[src/rtl/result_writeback.sv]
// Result write-back engine: captures eight 24-bit MAC results plus a base address,
// then streams them as zero-extended 32-bit words to memory with stall and abort support.
module result_writeback #(
  parameter int unsigned ADDR_W = 32,
  parameter int unsigned STRIDE = 4
) (
  input  logic              clk,
  input  logic              rst_n,
  input  logic              start,
  input  logic              Clr,
  input  logic [ADDR_W-1:0] base_addr,
  input  logic [7:0][23:0]  results,
  output logic [ADDR_W-1:0] mem_address,
  output logic              mem_write,
  output logic [31:0]       mem_writedata,
  input  logic              mem_waitrequest,
  output logic              busy,
  output logic              done
);

  localparam int unsigned NUM_WORDS = 8;
  localparam int unsigned WORD_W    = 24;
  localparam int unsigned BUS_W     = 32;
  localparam int unsigned IDX_W     = $clog2(NUM_WORDS);

  typedef enum logic [1:0] {IDLE, CAPTURE, WRITE, DONE} state_t;

  state_t                              state_q, state_d;
  logic [IDX_W-1:0]                    idx_q, idx_d;
  logic                                abort_q, abort_d;
  logic                                capture_c;
  logic                                accept_c;
  logic [NUM_WORDS-1:0][WORD_W-1:0]    shadow_q;
  logic [ADDR_W-1:0]                   base_q;

  assign accept_c = mem_write & ~mem_waitrequest;

  // State register
  always_ff @(posedge clk or negedge rst_n) begin
    if (!rst_n) state_q <= IDLE;
    else        state_q <= state_d;
  end

  // Next-state logic; Clr always outranks start, and an abort seen during a stall
  // is remembered so the held beat still completes exactly once.
  always_comb begin
    state_d   = state_q;
    idx_d     = idx_q;
    abort_d   = abort_q;
    capture_c = 1'b0;
    case (state_q)
      IDLE: begin
        if (!Clr && start) begin
          capture_c = 1'b1;
          idx_d     = '0;
          abort_d   = 1'b0;
          state_d   = CAPTURE;
        end
      end
      CAPTURE: begin
        state_d = Clr ? IDLE : WRITE;
      end
      WRITE: begin
        if (accept_c) begin
          if (Clr || abort_q) begin
            abort_d = 1'b0;
            idx_d   = '0;
            state_d = IDLE;
          end else if (idx_q == IDX_W'(NUM_WORDS - 1)) begin
            state_d = DONE;
          end else begin
            idx_d = idx_q + IDX_W'(1);
          end
        end else if (Clr) begin
          abort_d = 1'b1;
        end
      end
      DONE: begin
        if (Clr) begin
          state_d = IDLE;
        end else if (start) begin
          capture_c = 1'b1;
          idx_d     = '0;
          abort_d   = 1'b0;
          state_d   = CAPTURE;
        end
      end
      default: state_d = IDLE;
    endcase
  end

  // Capture registers isolate the burst from later changes on the inputs
  always_ff @(posedge clk) begin
    if (capture_c) begin
      shadow_q <= results;
      base_q   <= base_addr;
    end
  end

  // Registered control and memory-bus outputs
  always_ff @(posedge clk or negedge rst_n) begin
    if (!rst_n) begin
      idx_q         <= '0;
      abort_q       <= 1'b0;
      mem_write     <= 1'b0;
      mem_address   <= '0;
      mem_writedata <= '0;
      busy          <= 1'b0;
      done          <= 1'b0;
    end else begin
      idx_q     <= idx_d;
      abort_q   <= abort_d;
      mem_write <= (state_d == WRITE);
      busy      <= (state_d == CAPTURE) || (state_d == WRITE);
      done      <= (state_d == DONE);
      if (state_d == WRITE) begin
        mem_address   <= base_q + ADDR_W'(idx_d) * ADDR_W'(STRIDE);
        mem_writedata <= BUS_W'(shadow_q[idx_d]);
      end
    end
  end

endmodule

[config.mk]
export PLATFORM = sky130hd
export DESIGN_NAME = result_writeback
export DESIGN_NICKNAME = d
export VERILOG_FILES = /design/src/rtl/result_writeback.sv
export SDC_FILE = /design/constraint.sdc
export NUM_CORES = 1
export LEC_CHECK = 0
export CAP_MARGIN = 0
export CORE_ASPECT_RATIO = 0.5
export CORE_MARGIN = 2
export CORE_UTILIZATION = 53
export CTS_CLUSTER_DIAMETER = 30
export DETAILED_ROUTE_END_ITERATION = 10
export HOLD_SLACK_MARGIN = 0.12
export PLACE_DENSITY = 0.83
export SYNTH_ARGS = -nofsm -noshare
export SYNTH_HDL_FRONTEND = slang
export SYNTH_SLANG_ARGS = --single-unit
[constraint.sdc]
create_clock -name clk -period 42 [get_ports clk]
set_input_delay 4.2 -clock clk [delete_from_list [all_inputs] [get_ports clk]]
set_output_delay 4.2 -clock clk [all_outputs]
set_load 0.005 [all_outputs]
**Placement density heat map**

Scale bar: 50 µm. 21 x 11 tiles, from white (low) to dark blue (high), 0 to 100% covered.
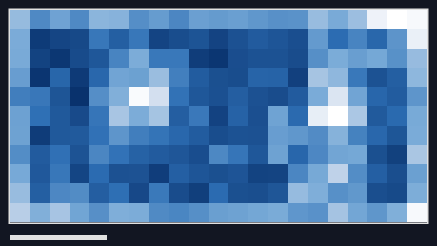
The mean over all tiles is 67%. The fullest tile reaches 99%. 0.90% of the tiles are nearly empty. 43% of the tiles are over 75% full.

**Cell outlines without signal wires**

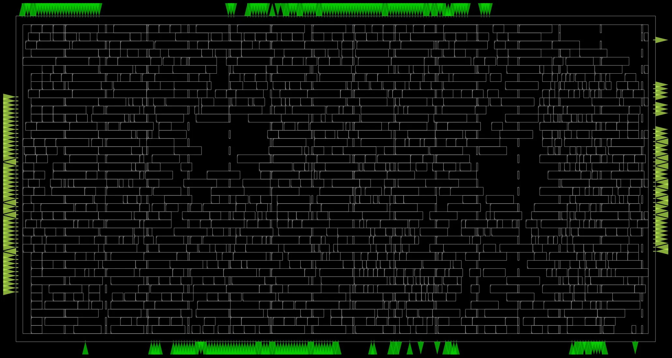
Fill cells: 1368
num sequential: 289
Placeable Area: 21600 µm²
Util after Layout: 0.738

**PDN straps and rails**

Scale bar: 50 µm. Pins as bars on the die edge. Tap cells in gray.
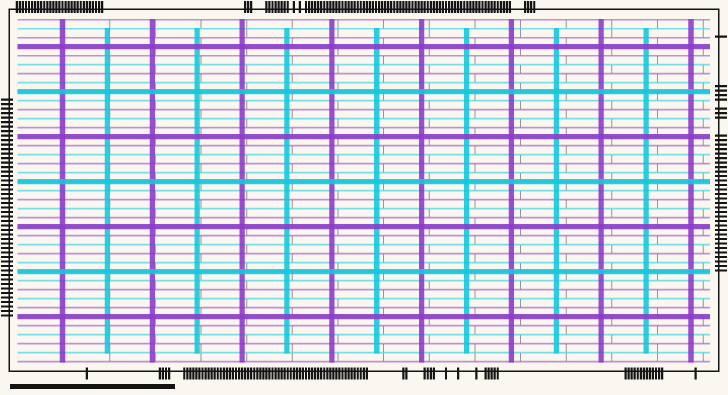
Key: cyan = VDD; purple = VSS
300 tap cells. 15 straps on met4. The core has 38 rows.

==> metrics.csv <==
stage,metric,value,unit
run_status,status,"complete, no violations",
power_and_ir_drop,power_leader,registers,
critical_path,reg2reg_to,mem_writedata[19]$_DFFE_PN0P_,
route,vias,7467,
logic_synthesis,ys_sh_adder,0.0135,
layout,design_area,16000,µm²
critical_path,worstSetupStartpointType,primary input,
layout,diodes,2,
die,die_h,109,µm
critical_path,worst_path_most_repeated_cell,nand2b_1,
layout,nClkBuffers,41,
min_path,whs_endpoint,mem_address[0]$_DFFE_PN0P_,
layout,final_common_cell,clkdlybuf4s50_1,
critical_path,slowest_stage,nor2_2,
timing,hold_violations,0,
logic_synthesis,mappedNetlistArea,11700,µm²
die,die_w,214,µm
power_and_ir_drop,seqPwrFrac,0.424,
clock_network,cts.repair.resized,0,
logic_synthesis,ys_sh_mux,0.0819,
power_and_ir_drop,p_comb,0.267,mW
placement,dp.cells,1301,
global_route,grtUsageMet3,0.0533,
logic_synthesis,aoi_share,0.0773,
die,die_area,23300,µm²
power_and_ir_drop,p_clk_frac,0.309,
timing,max_freq,0.121,GHz
timing,rsz0062_at_grt,no,
logic_synthesis,ys_sh_xor,0.0210,
clock_network,cts_root_buf,clkbuf_16,
logic_synthesis,yosys.area_share.simple,0.0636,
logic_synthesis,syn_avg_cell_area,15.7,µm²
critical_path,cp_num_cells,13,
critical_path,cp_num_buf_inv,1,
timing,whs,0.480,ns
min_path,hold_path_class,register to register,
placement,placed_cell_area,14700,µm²
critical_path,critPathTopFamily,AND-OR/OR-AND gates,
global_route,busiest_layer,met2,
route,route.met3.wl,1600,µm
layout,largest_register_ff_count,192,
clock_network,holdBufCountCts,0,
logic_synthesis,yosys_area,11700,µm²
route,ant_nets,0,
